**The metal 1 layer**

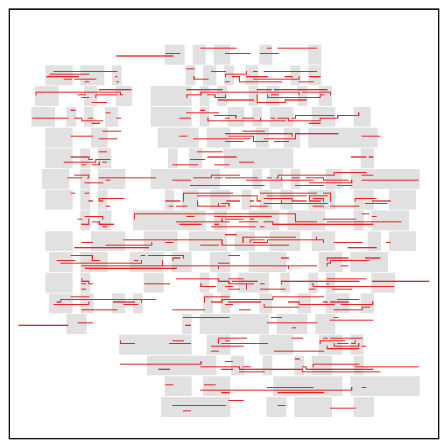
**Register map, names as in the netlist**

Bar = 20 um. Other sequential cells in the stronger gray, the rest of the logic in the fainter gray.
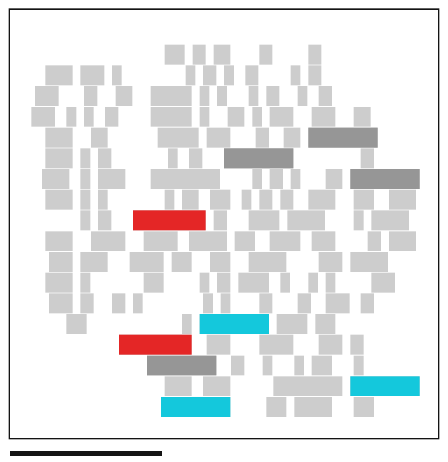
**Routing congestion map**

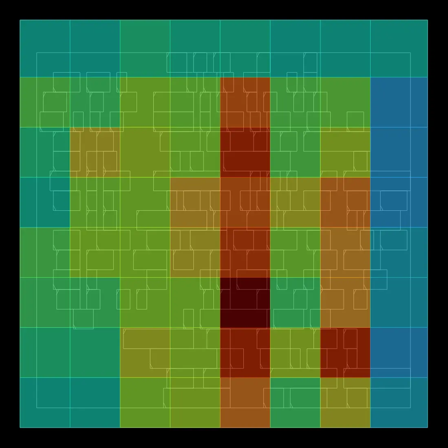
**Met3 routing**

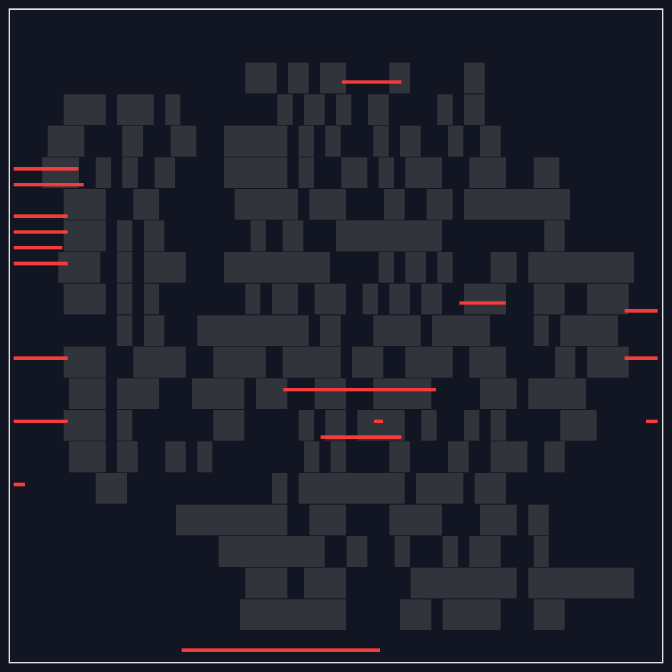
**The metal 2 layer**

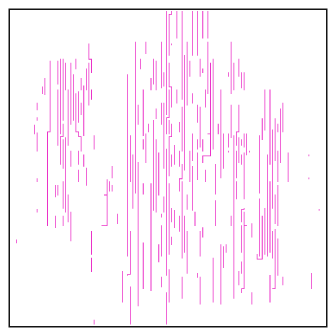
**src/rtl/traffic_pkg.sv**
```systemverilog
// traffic_pkg: shared phase encoding, lamp codes and timer sizing for the phase controller.
package traffic_pkg;
  typedef enum logic [1:0] {ALL_RED = 2'd0, GREEN = 2'd1, YELLOW = 2'd2, FLASH = 2'd3} phase_t;
  localparam logic [1:0] LIGHT_RED    = 2'b00;
  localparam logic [1:0] LIGHT_YELLOW = 2'b01;
  localparam logic [1:0] LIGHT_GREEN  = 2'b10;
  localparam logic [1:0] LIGHT_DARK   = 2'b11;
  // The timer only ever holds TIME-1, so the longest phase needs clog2(max) bits (at least one).
  function automatic int timer_width(int g, int y, int a, int f);
    int m;
    m = g;
    m = y > m ? y : m;
    m = a > m ? a : m;
    m = f > m ? f : m;
    return m < 2 ? 1 : $clog2(m);
  endfunction
endpackage

```
**src/rtl/traffic_phase_controller_if.sv**
```systemverilog
// traffic_phase_controller_if: sensor/preempt inputs and lamp/status outputs of the phase controller.
//   master: front-end side (drives veh_req, preempt_valid, preempt_dir, flash_mode)
//   slave:  controller side (drives light, active_dir, phase, preempt_ack)
interface traffic_phase_controller_if #(
  parameter int NUM_DIRS = 4,
  parameter int DIR_W    = $clog2(NUM_DIRS)
);
  logic [NUM_DIRS-1:0]   veh_req;
  logic                  preempt_valid;
  logic [DIR_W-1:0]      preempt_dir;
  logic                  flash_mode;
  logic [2*NUM_DIRS-1:0] light;
  logic [DIR_W-1:0]      active_dir;
  logic [1:0]            phase;
  logic                  preempt_ack;
  modport master (
    output veh_req, preempt_valid, preempt_dir, flash_mode,
    input  light, active_dir, phase, preempt_ack
  );
  modport slave (
    input  veh_req, preempt_valid, preempt_dir, flash_mode,
    output light, active_dir, phase, preempt_ack
  );
endinterface

```
**src/rtl/traffic_rr_select.sv**
```systemverilog
// traffic_rr_select: combinational round-robin finder.
//   req     in  per-approach demand
//   last    in  approach served last; search starts at last+1 and checks last itself last
//   winner  out first requesting approach in that order (last when nothing requests)
//   any_req out at least one approach requests
module traffic_rr_select #(
  parameter int NUM_DIRS = 4,
  parameter int DIR_W    = $clog2(NUM_DIRS)
) (
  input  logic [NUM_DIRS-1:0] req,
  input  logic [DIR_W-1:0]    last,
  output logic [DIR_W-1:0]    winner,
  output logic                any_req
);
  logic [DIR_W-1:0] idx;
  assign any_req = |req;
  // Walk from the farthest candidate to the nearest so the nearest requester overwrites the rest.
  always_comb begin
    winner = last;
    idx    = '0;
    for (int i = NUM_DIRS; i >= 1; i--) begin
      idx = DIR_W'((32'(last) + 32'(i)) % NUM_DIRS);
      if (req[idx]) winner = idx;
    end
  end
endmodule

```
**src/rtl/traffic_phase_controller.sv**
```systemverilog
// traffic_phase_controller: N-approach green/yellow/all-red sequencer with demand skipping, preemption and flash.
//   clk, reset  clock and asynchronous active-high reset
//   bus.slave   veh_req, preempt_valid, preempt_dir, flash_mode in; light, active_dir, phase, preempt_ack out
module traffic_phase_controller
  import traffic_pkg::*;
#(
  parameter int NUM_DIRS     = 4,
  parameter int GREEN_TIME   = 5,
  parameter int YELLOW_TIME  = 2,
  parameter int ALL_RED_TIME = 1,
  parameter int FLASH_TIME   = 3,
  parameter int DIR_W        = $clog2(NUM_DIRS)
) (
  input logic clk,
  input logic reset,
  traffic_phase_controller_if.slave bus
);
  localparam int TW = timer_width(GREEN_TIME, YELLOW_TIME, ALL_RED_TIME, FLASH_TIME);
  localparam logic [TW-1:0] G_LD = TW'(GREEN_TIME - 1);
  localparam logic [TW-1:0] Y_LD = TW'(YELLOW_TIME - 1);
  localparam logic [TW-1:0] A_LD = TW'(ALL_RED_TIME - 1);
  localparam logic [TW-1:0] F_LD = TW'(FLASH_TIME - 1);
  phase_t                state;
  logic [TW-1:0]         timer;
  logic [DIR_W-1:0]      dir;
  logic                  flash_bit;
  logic                  preempt_ack;
  logic [DIR_W-1:0]      winner;
  logic                  any_req;
  logic [DIR_W-1:0]      next_dir;
  logic                  pv;
  logic [2*NUM_DIRS-1:0] light;
  // An out-of-range target (possible when NUM_DIRS is not a power of two) is treated as no request.
  assign pv       = bus.preempt_valid && (32'(bus.preempt_dir) < NUM_DIRS);
  assign next_dir = DIR_W'((32'(dir) + 32'd1) % NUM_DIRS);
  traffic_rr_select #(.NUM_DIRS(NUM_DIRS), .DIR_W(DIR_W)) u_rr (
    .req(bus.veh_req),
    .last(dir),
    .winner(winner),
    .any_req(any_req)
  );
  always_ff @(posedge clk or posedge reset)
    if (reset) begin
      state       <= ALL_RED;
      timer       <= A_LD;
      dir         <= DIR_W'(NUM_DIRS - 1);
      flash_bit   <= 1'b0;
      preempt_ack <= 1'b0;
    end else begin
      preempt_ack <= 1'b0;
      case (state)
        ALL_RED:
          if (timer != '0) timer <= timer - 1'b1;
          else if (pv) begin
            state       <= GREEN;
            dir         <= bus.preempt_dir;
            timer       <= G_LD;
            preempt_ack <= 1'b1;
          end else if (bus.flash_mode) begin
            state <= FLASH;
            timer <= F_LD;
          end else begin
            state <= GREEN;
            dir   <= any_req ? winner : next_dir;
            timer <= G_LD;
          end
        GREEN:
          // Preemption for the served approach freezes the green; for any other it cuts straight to yellow.
          if (pv && bus.preempt_dir == dir) begin
            timer       <= G_LD;
            preempt_ack <= 1'b1;
          end else if (pv || timer == '0) begin
            state <= YELLOW;
            timer <= Y_LD;
          end else timer <= timer - 1'b1;
        YELLOW:
          if (timer == '0) begin
            state <= ALL_RED;
            timer <= A_LD;
          end else timer <= timer - 1'b1;
        FLASH:
          if (pv || !bus.flash_mode) begin
            state     <= ALL_RED;
            timer     <= A_LD;
            flash_bit <= 1'b0;
          end else if (timer == '0) begin
            flash_bit <= ~flash_bit;
            timer     <= F_LD;
          end else timer <= timer - 1'b1;
      endcase
    end
  always_comb begin
    light = '0;
    for (int i = 0; i < NUM_DIRS; i++)
      light[2*i +: 2] = state == FLASH ? (flash_bit ? LIGHT_DARK : LIGHT_YELLOW) :
                        DIR_W'(i) != dir ? LIGHT_RED :
                        state == GREEN ? LIGHT_GREEN :
                        state == YELLOW ? LIGHT_YELLOW : LIGHT_RED;
  end
  assign bus.light       = light;
  assign bus.active_dir  = dir;
  assign bus.phase       = state;
  assign bus.preempt_ack = preempt_ack;
endmodule

```
**src/flat_wrapper.sv**
```systemverilog
// flat-port wrapper written by rule: the top's interface ports become plain ports
module traffic_phase_controller_flat import traffic_pkg::*;
#(
  parameter int NUM_DIRS     = 4,
  parameter int GREEN_TIME   = 5,
  parameter int YELLOW_TIME  = 2,
  parameter int ALL_RED_TIME = 1,
  parameter int FLASH_TIME   = 3,
  parameter int DIR_W        = $clog2(NUM_DIRS)
)
  (clk, reset, bus_veh_req, bus_preempt_valid, bus_preempt_dir, bus_flash_mode, bus_light, bus_active_dir, bus_phase, bus_preempt_ack);
  traffic_phase_controller_if #(.NUM_DIRS(NUM_DIRS), .DIR_W(DIR_W)) bus_i ();
  input logic clk;
  input logic reset;
  input wire logic [$bits(bus_i.veh_req)-1:0] bus_veh_req;
  input wire logic [$bits(bus_i.preempt_valid)-1:0] bus_preempt_valid;
  input wire logic [$bits(bus_i.preempt_dir)-1:0] bus_preempt_dir;
  input wire logic [$bits(bus_i.flash_mode)-1:0] bus_flash_mode;
  output wire logic [$bits(bus_i.light)-1:0] bus_light;
  output wire logic [$bits(bus_i.active_dir)-1:0] bus_active_dir;
  output wire logic [$bits(bus_i.phase)-1:0] bus_phase;
  output wire logic [$bits(bus_i.preempt_ack)-1:0] bus_preempt_ack;
  assign bus_i.veh_req = bus_veh_req;
  assign bus_i.preempt_valid = bus_preempt_valid;
  assign bus_i.preempt_dir = bus_preempt_dir;
  assign bus_i.flash_mode = bus_flash_mode;
  assign bus_light = bus_i.light;
  assign bus_active_dir = bus_i.active_dir;
  assign bus_phase = bus_i.phase;
  assign bus_preempt_ack = bus_i.preempt_ack;
  traffic_phase_controller #(.NUM_DIRS(NUM_DIRS), .GREEN_TIME(GREEN_TIME), .YELLOW_TIME(YELLOW_TIME), .ALL_RED_TIME(ALL_RED_TIME), .FLASH_TIME(FLASH_TIME), .DIR_W(DIR_W)) u_core (.clk(clk), .reset(reset), .bus(bus_i));
endmodule
```
**config.mk**
```make
export PLATFORM = sky130hd
export DESIGN_NAME = traffic_phase_controller_flat
export DESIGN_NICKNAME = d
export VERILOG_FILES = /design/src/rtl/traffic_pkg.sv /design/src/rtl/traffic_phase_controller_if.sv /design/src/rtl/traffic_rr_select.sv /design/src/rtl/traffic_phase_controller.sv /design/src/flat_wrapper.sv
export SDC_FILE = /design/constraint.sdc
export NUM_CORES = 1
export LEC_CHECK = 0
export CAP_MARGIN = 25
export CELL_PAD_IN_SITES_DETAIL_PLACEMENT = 1
export CELL_PAD_IN_SITES_GLOBAL_PLACEMENT = 1
export CORE_MARGIN = 2
export CORE_UTILIZATION = 30
export CTS_BUF_LIST = sky130_fd_sc_hd__clkbuf_8 sky130_fd_sc_hd__clkbuf_16
export DETAILED_ROUTE_END_ITERATION = 10
export GPL_TIMING_DRIVEN = 0
export PLACE_DENSITY = 0.72
export SYNTH_ARGS = -nofsm -noshare
export SYNTH_HDL_FRONTEND = slang
export SYNTH_HIERARCHICAL = 1
export SYNTH_SLANG_ARGS = --single-unit
```
**constraint.sdc**
```tcl
create_clock -name clk -period 1.7 [get_ports clk]
set_input_delay 0.34 -clock clk [delete_from_list [all_inputs] [get_ports clk]]
set_output_delay 0.34 -clock clk [all_outputs]
set_load 0.01 [all_outputs]
```
==> results.md <==
| Step | Result | This run |
| --- | --- | --- |
| finish | Post-layout instance count excluding filler cells | 169 |
| finish | Flip-flop count of the largest register after layout | 3 |
| finish | Most flops, register | u_core/timer |
| cts | Hold buffer count at cts | 0 |
| global routing | Tot GR Track Use | 16.05% |
| sta | Final Max Slew Viols | 0 |
| critical path | Worst EP required | 1360 ps |
| sta | Final setup violating endpoints | 3 |
| finish | Flop Count | 9 |
| detailed routing | Metal1 wirelength | 1067 um |
| logic synthesis | Mean instance size in the synthesized netlist | 7.636 um^2 |
| critical path | Max FO, Critical Path | 4 |
| logic synthesis | Synth warn | 6 |
| logic synthesis | Library cells used by synthesis | 36 |
| sta | Slew @ Worst Pin | 386.5 ps |
| sta | Worst-case setup margin in the final layout | -13.63 ps |
| cts | Clk root buf | sky130_fd_sc_hd__clkbuf_8 |
| detailed routing | Number of optimization iterations in the first detailed-route pass | 2 |
| logic synthesis | Yosys top cell area share | 21.44% |
| detailed routing | Routed wl met2 | 1241 um |
| finish | Number of non-clock buffers | 33 |
| cts | TritonCTS buffer count | 3 |
| critical path | Worst reg2reg path startpoint | u_core/timer[0] |
| floorplan | Die width | 56.19 um |
| finish | Fill count | 326 |
| detailed routing | Vias per cell | 5.355 |
| logic synthesis | Top cells by area, synth | sky130_fd_sc_hd__dfrtp_1, sky130_fd_sc_hd__ha_1, sky130_fd_sc_hd__a21oi_1, sky130_fd_sc_hd__nor2_1, sky130_fd_sc_hd__dfstp_2 |
| cts | CTS clock-pin slew for the worst setup and hold paths | 50 ps |
| global routing | Number of global-route vias before repair | 849 |
| logic synthesis | Top-count cell post-synth | sky130_fd_sc_hd__nor2_1 |
| job | Number of max-cap violations | 0 |
| cts | Clock network latency to the later pin of the worst-skew pair | 230 ps |
| place | Instance count after placement with tap cells included | 158 |
| run status | Run status | finished with violations |
| run status | Failing checks | setup timing |
| logic synthesis | Number of enable-type register cells in the synthesized netlist | 0 |
-- 'the metal 1 layer' (at the start) --
134 nets have wire on it. The layer holds 44% of the routed length. The layer carries 1070 um of wire. The wires run mostly horizontal.
met1 usage in global routing: 20.37%
vias after detailed routing: 905
final routed wirelength across all metal layers: 2447 um

-- 'register map, names as in the netlist' (at the start) --
Key: u_core/bus.active_dir = red [placed flops 2]; u_core/timer = cyan [placed flops 3]
Another 4 sequential cells are not colored.
proportion of cell area occupied by registers: 18.78%
sequential cell area: 227.7 um^2
power dissipated in sequential cells: 0.419 mW

-- 'routing congestion map' (at the start) --
final standard cell utilization of the core: 48.07%
routed wire length per instance: 14.48 um

-- 'met3 routing' (at the start) --
The wires run mostly horizontal. The longest straight run is 16.8 um. The layer holds 3.6% of the routed length. 16 nets have wire on it.
met3 Track Usage GR: 3.023%

-- 'the metal 2 layer' (at the start) --
The longest straight run is 32.3 um. The layer holds 51% of the routed length. The wires run mostly vertical. 136 nets have wire on it. The layer carries 1240 um of wire.
global-route track usage on met2: 27.39%

No activity file was given, so power comes from the tool's default toggle rates.
